## src/rtl/ifetch_pkg.sv

```systemverilog
// Shared constants and types for the instruction fetch front end.
package ifetch_pkg;

    localparam logic [31:0] INSTR_NOP       = 32'h0000_0013;
    localparam logic [31:0] IFETCH_RESET_PC = 32'h0000_0000;

    typedef enum logic {
        RUN   = 1'b0,
        DRAIN = 1'b1
    } fetch_state_t;

    typedef struct packed {
        logic [31:0] pc;
        logic [31:0] instr;
    } fetch_entry_t;

endpackage

```

## src/rtl/fetch_fifo.sv

```systemverilog
// Synchronous FIFO of fetched (pc, instr) entries; flush wins over push.
module fetch_fifo
    import ifetch_pkg::*;
#(
    parameter int unsigned DEPTH = 4
) (
    input  logic                     clk,
    input  logic                     rst_n,
    input  logic                     push,
    input  logic                     pop,
    input  logic                     flush,
    input  fetch_entry_t             wr_entry,
    output fetch_entry_t             rd_entry,
    output logic [$clog2(DEPTH):0]   count,
    output logic                     empty,
    output logic                     full
);
    localparam int unsigned AW = $clog2(DEPTH);
    localparam int unsigned CW = AW + 1;

    fetch_entry_t   mem [DEPTH];
    logic [AW-1:0]  rd_ptr;
    logic [AW-1:0]  wr_ptr;
    logic           do_push;
    logic           do_pop;

    assign empty    = (count == '0);
    assign full     = (count == CW'(DEPTH));
    assign do_push  = push && !full && !flush;
    assign do_pop   = pop && !empty && !flush;
    assign rd_entry = mem[rd_ptr];

    always_ff @(posedge clk) begin
        if (do_push)
            mem[wr_ptr] <= wr_entry;
    end

    always_ff @(posedge clk) begin
        if (!rst_n || flush) begin
            rd_ptr <= '0;
            wr_ptr <= '0;
            count  <= '0;
        end else begin
            if (do_push)
                wr_ptr <= wr_ptr + AW'(1);
            if (do_pop)
                rd_ptr <= rd_ptr + AW'(1);
            count <= count + CW'(do_push) - CW'(do_pop);
        end
    end

endmodule

```

## src/rtl/ifetch_unit.sv

```systemverilog
// Instruction fetch front end: issues word fetches, buffers responses, feeds decode.
// Optional perf counters enabled by defining IFETCH_PERF_EN.
module ifetch_unit
    import ifetch_pkg::*;
#(
    parameter logic [31:0] RESET_PC   = IFETCH_RESET_PC,
    parameter int unsigned FIFO_DEPTH = 4
) (
    input  logic        clk,
    input  logic        rst_n,
    output logic        imem_req_valid,
    input  logic        imem_req_ready,
    output logic [31:0] imem_req_addr,
    input  logic        imem_rsp_valid,
    input  logic [31:0] imem_rsp_data,
    output logic        instr_valid,
    input  logic        instr_ready,
    output logic [31:0] instr,
    output logic [31:0] instr_pc,
`ifdef IFETCH_PERF_EN
    output logic [31:0] perf_fetched,
    output logic [31:0] perf_flushed,
`endif
    input  logic        redirect_valid,
    input  logic [31:0] redirect_pc
);
    localparam int unsigned CW = $clog2(FIFO_DEPTH) + 1;
    localparam int unsigned SW = CW + 1;

    fetch_state_t  state, state_next;
    logic [31:0]   fetch_pc, fetch_pc_next;
    logic [31:0]   rsp_pc, rsp_pc_next;
    logic [CW-1:0] outstanding, outstanding_next;
    logic [CW-1:0] discard_cnt, discard_cnt_next;
    logic [CW-1:0] fifo_count;
    logic          fifo_empty, fifo_full, fifo_pop;
    logic          req_fire, rsp_keep, credit_ok;
    fetch_entry_t  head, wr_entry;

    // Requests in flight plus buffered entries never exceed the FIFO depth.
    assign credit_ok = (SW'(outstanding) + SW'(fifo_count)) < SW'(FIFO_DEPTH);

    always_comb begin
        state_next       = state;
        fetch_pc_next    = fetch_pc;
        rsp_pc_next      = rsp_pc;
        discard_cnt_next = discard_cnt;
        imem_req_valid   = rst_n && (state == RUN) && credit_ok && !redirect_valid;
        req_fire         = imem_req_valid && imem_req_ready;
        rsp_keep         = imem_rsp_valid && (discard_cnt == '0);
        outstanding_next = outstanding + CW'(req_fire) - CW'(imem_rsp_valid);

        if (req_fire)
            fetch_pc_next = fetch_pc + 32'd4;
        if (rsp_keep)
            rsp_pc_next = rsp_pc + 32'd4;
        if (imem_rsp_valid && !rsp_keep)
            discard_cnt_next = discard_cnt - CW'(1);
        if (state == DRAIN && discard_cnt == '0)
            state_next = RUN;

        if (redirect_valid) begin
            fetch_pc_next    = redirect_pc & 32'hFFFF_FFFC;
            rsp_pc_next      = redirect_pc & 32'hFFFF_FFFC;
            discard_cnt_next = outstanding_next;
            state_next       = (outstanding_next != '0) ? DRAIN : RUN;
        end
    end

    always_ff @(posedge clk) begin
        if (!rst_n) begin
            state       <= RUN;
            fetch_pc    <= RESET_PC;
            rsp_pc      <= RESET_PC;
            outstanding <= '0;
            discard_cnt <= '0;
        end else begin
            state       <= state_next;
            fetch_pc    <= fetch_pc_next;
            rsp_pc      <= rsp_pc_next;
            outstanding <= outstanding_next;
            discard_cnt <= discard_cnt_next;
        end
    end

    assign imem_req_addr = fetch_pc;
    assign wr_entry      = '{pc: rsp_pc, instr: imem_rsp_data};
    assign fifo_pop      = instr_valid && instr_ready;

    fetch_fifo #(.DEPTH(FIFO_DEPTH)) u_fifo (
        .clk      (clk),
        .rst_n    (rst_n),
        .push     (rsp_keep),
        .pop      (fifo_pop),
        .flush    (redirect_valid),
        .wr_entry (wr_entry),
        .rd_entry (head),
        .count    (fifo_count),
        .empty    (fifo_empty),
        .full     (fifo_full)
    );

    assign instr_valid = !fifo_empty;
    assign instr       = fifo_empty ? INSTR_NOP : head.instr;
    assign instr_pc    = fifo_empty ? 32'h0 : head.pc;

    always_ff @(posedge clk) begin
        if (rst_n && rsp_keep && !redirect_valid)
            assert (!fifo_full);
    end

`ifdef IFETCH_PERF_EN
    logic [31:0] flush_inc;

    // A response landing in the redirect cycle is flushed along with the buffer.
    always_comb begin
        flush_inc = '0;
        if (redirect_valid)
            flush_inc = 32'(fifo_count) - 32'(fifo_pop) + 32'(rsp_keep);
        if (imem_rsp_valid && !rsp_keep)
            flush_inc = flush_inc + 32'd1;
    end

    always_ff @(posedge clk) begin
        if (!rst_n) begin
            perf_fetched <= '0;
            perf_flushed <= '0;
        end else begin
            perf_fetched <= perf_fetched + 32'(fifo_pop);
            perf_flushed <= perf_flushed + flush_inc;
        end
    end
`endif

endmodule
```

## config.mk

```make
export PLATFORM = sky130hd
export DESIGN_NAME = ifetch_unit
export DESIGN_NICKNAME = d
export VERILOG_FILES = /design/src/rtl/ifetch_pkg.sv /design/src/rtl/fetch_fifo.sv /design/src/rtl/ifetch_unit.sv
export SDC_FILE = /design/constraint.sdc
export NUM_CORES = 1
export LEC_CHECK = 0
export ABC_AREA = 1
export CORE_UTILIZATION = 32
export DETAILED_ROUTE_END_ITERATION = 10
export PLACE_DENSITY = 0.62
export SYNTH_ARGS = -nofsm -noshare
export SYNTH_HDL_FRONTEND = slang
export SYNTH_HIERARCHICAL = 1
export SYNTH_SLANG_ARGS = --single-unit
export TNS_END_PERCENT = 100
```

## constraint.sdc

```tcl
create_clock -name clk -period 4.1 [get_ports clk]
set_clock_uncertainty 0.15 [all_clocks]
set_input_delay 0.615 -clock clk [delete_from_list [all_inputs] [get_ports clk]]
set_output_delay 0.615 -clock clk [all_outputs]
set_load 0.1 [all_outputs]
```

==> summary.txt, run 1 <==
Results of the full flow below.

GRT:
- The run puts the met1 track demand over resource at 0.212.
- The run puts the largest net degree at the start of global routing at about 94.
- The run gives the most used routing layer as met2.

Layout:
- The run gives the largest cell class by area as registers.
- The layout summary lists the proportion of cells stronger than drive strength 1 as 0.104.
- The run gives the register fraction of the total cell area as 0.485.
- For this run, the script counts the antenna cells in the layout as 0.
- The run gives the area of all placed cells without fillers as approximately 19,000 sq um.
- The run puts the final design utilization at 0.407.
- Measured on the final layout, buffering overhead outside the clock network stands at 0.119.
- The layout has between 4,000 and 5,000 filler cells.
- The run gives the share of cell area taken by multi-input logic gates as 0.261.

Outcome:
- The flow ran to the end, but the final reports show violations.
- The checks that failed: design-rule violations.

Critical path:
- The worst setup path is captured at an output pin.
- By startpoint and endpoint, the worst setup path is classified as flop to output pin.

Routing:
- The run puts the post-detailed-route DRC marker count at 15.
- The iteration count recorded for the first detailed-route pass is 9.

STA:
- The run puts the final count of hold timing violations at 0.

Pwr:
- The run puts the sequential share of power at 0.482.
- The run puts the maximum vdd drop at approximately 0.21 mV.
- The completed layout was analyzed and its total power is ~8.1 mW.
- The run puts the reported net switching power at 2.16 mW.

Flow run:
- The run puts the number of warnings in the stage logs at 33.

Clock network:
- For this design, the CTS-stage hold fixing added 0 buffers.
- The run puts the worst-case clock buffer depth at 3.
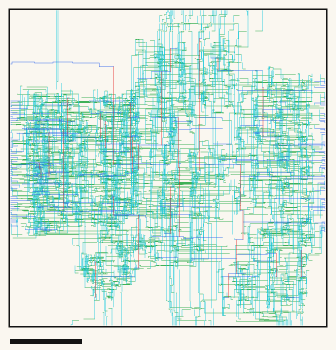
(run_1/layers.png)
Bar = 50 um.
| color | layer | wire length |
|---|---|---|
| green | M1 | 17,400 um |
| blue | M3 | 2,450 um |
| red | M4 | 826 um |
| cyan | M2 | 18,600 um |

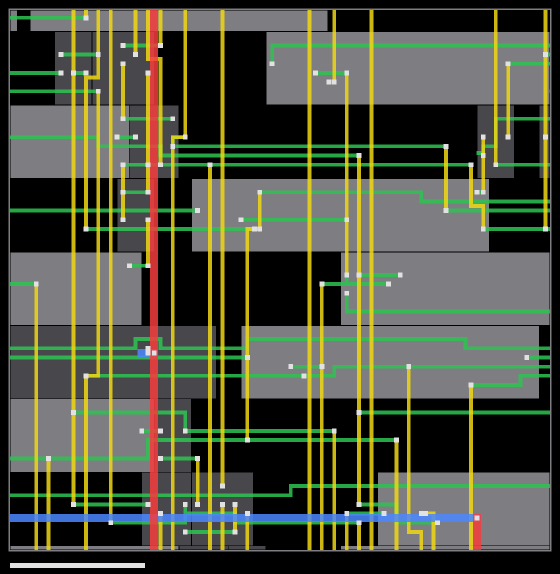
(run_1/closeup.png)
Bar = 5 um. Region (100, 144) to (120, 164) um. Cells in gray, sequential cells in the stronger gray; small squares are vias.
| color | layer |
|---|---|
| red | M4 |
| green | M1 |
| yellow | M2 |
| blue | M3 |
sequential cells in the window: 5
most frequent: edfxtp_1 (5), nor2_1 (4), o22ai_1 (2)
netlist names of flops here include: u_fifo/mem (5)
cells with their middle in the window: 14

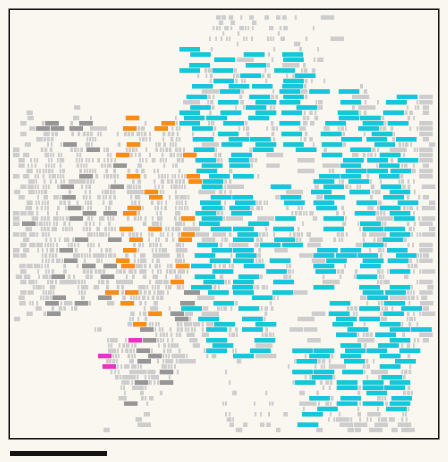
(run_1/ff_map.png)
Bar = 50 um.
| color | name in the netlist | flops |
|---|---|---|
| magenta | discard_cnt | 3 |
| cyan | u_fifo/mem | 256 |
| orange | rsp_pc | 30 |
not colored: 43

==> run 2: changes to the inputs <==
==> constraint.sdc (replaced) <==
create_clock -name clk -period 2.98 [get_ports clk]
set_clock_uncertainty 0.15 [all_clocks]
set_input_delay 0.447 -clock clk [delete_from_list [all_inputs] [get_ports clk]]
set_output_delay 0.447 -clock clk [all_outputs]
set_load 0.1 [all_outputs]
==> run 2 against run 1 <==
  * The run still ends with design-rule violations left
  * Power rose by 40%
  * First-iteration DRC count rose by 9.5%
  * Critical path depth fell by 2
  * Core utilization rose by 0.79 points
  * Sequential cell count unchanged
  * Clock power is 42% higher
  * Setup slack worse by 570 ps
==> summary.txt, run 2 <==
Results of the full flow below.

Clock network:
- In this run, post-CTS hold repair placed 0 buffers.
- The run gives the worst-case clock buffer depth as 3.

Pwr:
- The run gives the sequential share of power as 0.474.
- The run gives the maximum vdd drop as approximately 0.34 mV.
- The analysis attributes to net switching a power of roughly 3.0 mW.

STA:
- The run gives the part of the cycle the worst path needs as 0.962.

Layout:
- The run puts the fill cell instance count of the final layout at 4,535.
- Among all cell classes, the greatest summed area belongs to registers.
- The run puts the combinational gate area at 4960 sq um.
- The run gives the data-path buffer share of cell area in the final layout as 0.133.
- The run puts the share of post-route cells with drive strength above 1 at 0.128.
- The run gives the share of cell area taken by multi-input logic gates as 0.256.
- The run puts the register fraction of the total cell area at 0.476.
- The final report gives the core utilization as 0.414.

Floorplanning:
- The floorplan has slightly below 80 rows.

Outcome:
- The final reports fail on design-rule violations.
- The flow ran to the end, but the final reports show violations.

GRT:
- The run gives the most used routing layer as met2.
- The run puts the largest net degree at the start of global routing at between 60 and 70.

Critical path:
- The setup path with the least slack is of type flop to output pin.
- The run gives the capturing element type of the critical path as an output pin.

Routing:
- Per the detail_route report, DRC violations left total 11.

Flow run:
- The run gives the number of warnings in the stage logs as 33.
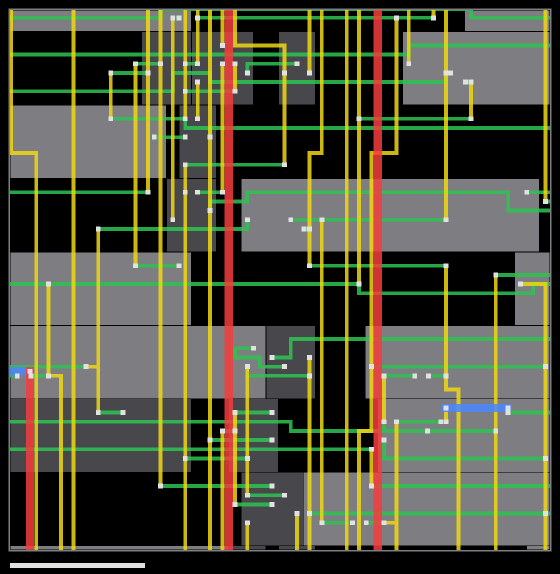
(run_2/closeup.png)
Bar = 5 um. Region (100, 144) to (120, 164) um. Cells in gray, sequential cells in the stronger gray; small squares are vias.
| color | layer |
|---|---|
| red | M4 |
| yellow | M2 |
| blue | M3 |
| green | M1 |
sequential cells in the window: 7
netlist names of flops here include: u_fifo/mem (7)
cells with their middle in the window: 16
most frequent: edfxtp_1 (7)

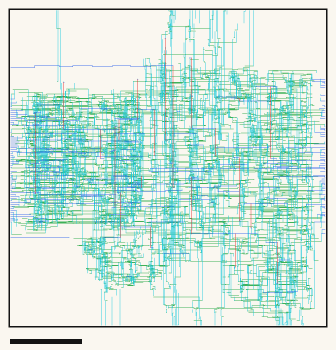
(run_2/layers.png)
Bar = 50 um.
| color | layer | wire length |
|---|---|---|
| green | M1 | 17,400 um |
| blue | M3 | 2,670 um |
| cyan | M2 | 18,600 um |
| red | M4 | 722 um |

==> run 3: changes to the inputs <==
--- a/config.mk
+++ b/config.mk
@@ -6,6 +6,7 @@
 export NUM_CORES = 1
 export LEC_CHECK = 0
 export ABC_AREA = 1
+export CORE_ASPECT_RATIO = 0.7
 export CORE_UTILIZATION = 32
 export DETAILED_ROUTE_END_ITERATION = 10
 export PLACE_DENSITY = 0.62
==> run 3 against run 2 <==
  * The flow now finishes without violations
  * Setup slack gained 15 ps
  * Clock power down 6.8%
  * First-iteration DRC count decreased by 15%
  * Via count up 0.15%
  * Die size hardly changed
  * Cell area shrank 0.41%
  * Critical path depth is the same
  * Synthesized cell count stayed put
  * Maximum frequency grew 0.53%
==> summary.txt, run 3 <==
Results of the full flow below.

Layout:
- Measured on the finished design, the core utilization comes to 0.414.
- The run puts the combinational gate area at around 5000 sq um.
- The run gives the fill cell instance count of the final layout as 4,454.
- The biggest slice of the area belongs to registers.
- The run gives the register fraction of the total cell area as 0.478.
- Of the total standard cell area in the layout, the multi-input combinational portion is 0.258.
- The run puts the area of all placed cells without fillers at just under 20,000 sq um.
- In the final layout, the share of cells above drive strength 1 is 0.126.

Pwr:
- The run gives the reported net switching power as between 3 and 4 mW.
- The share of total power dissipated in sequential elements is 0.486.
- The run puts the total power of the final layout at 11.0 mW.
- The worst VDD IR drop from the latest analysis is between 0.3 and 0.4 mV.

Placement:
- The run puts the number of input and output port buffers inserted at 163.
- The run gives the post-placement setup slack as -47.4 ps.

Flow run:
- The run puts the number of warnings in the stage logs at 33.

Routing:
- The run puts the post-detailed-route DRC marker count at 0.
- In the post-route report, total wirelength is listed as between 40 and 50 mm.

Outcome:
- The run finished with clean final reports.

Critical path:
- The critical path is of the flop to output pin type.
- STA classifies the critical path endpoint as an output pin.

STA:
- The run puts the part of the cycle the worst path needs at 0.957.
- For reference, the final report shows the hold violation count at 0.

Floorplanning:
- After floorplanning, the core was divided into approximately 66 placement rows.
- The run puts the boundary pin count at roughly 170.
- The vertical die dimension reported for this design is between 150 and 200 um.

GRT:
- In the global route stage, met3 resource usage came out at 0.0323.

Clock network:
- The clock passes through at most 3 buffers.
- The run gives the cts-stage hold buffer count as 0.
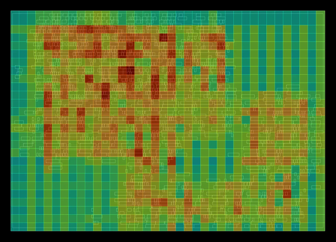
(run_3/congestion_map.png)
fraction of met1 tracks used by global routing: 0.228
final routed wire length divided by cell count: 16.8 um
gr busiest metal: met2
global router's overall resource usage: 0.165

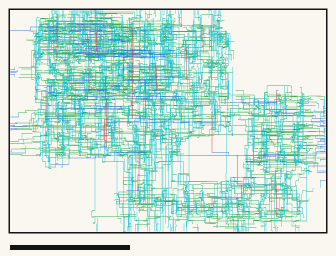
(run_3/layers.png)
Bar = 100 um.
| color | layer | wire length |
|---|---|---|
| green | M1 | 18,500 um |
| cyan | M2 | 18,700 um |
| red | M4 | 535 um |
| blue | M3 | 2,450 um |

Power is estimated from default activity; no workload was simulated.
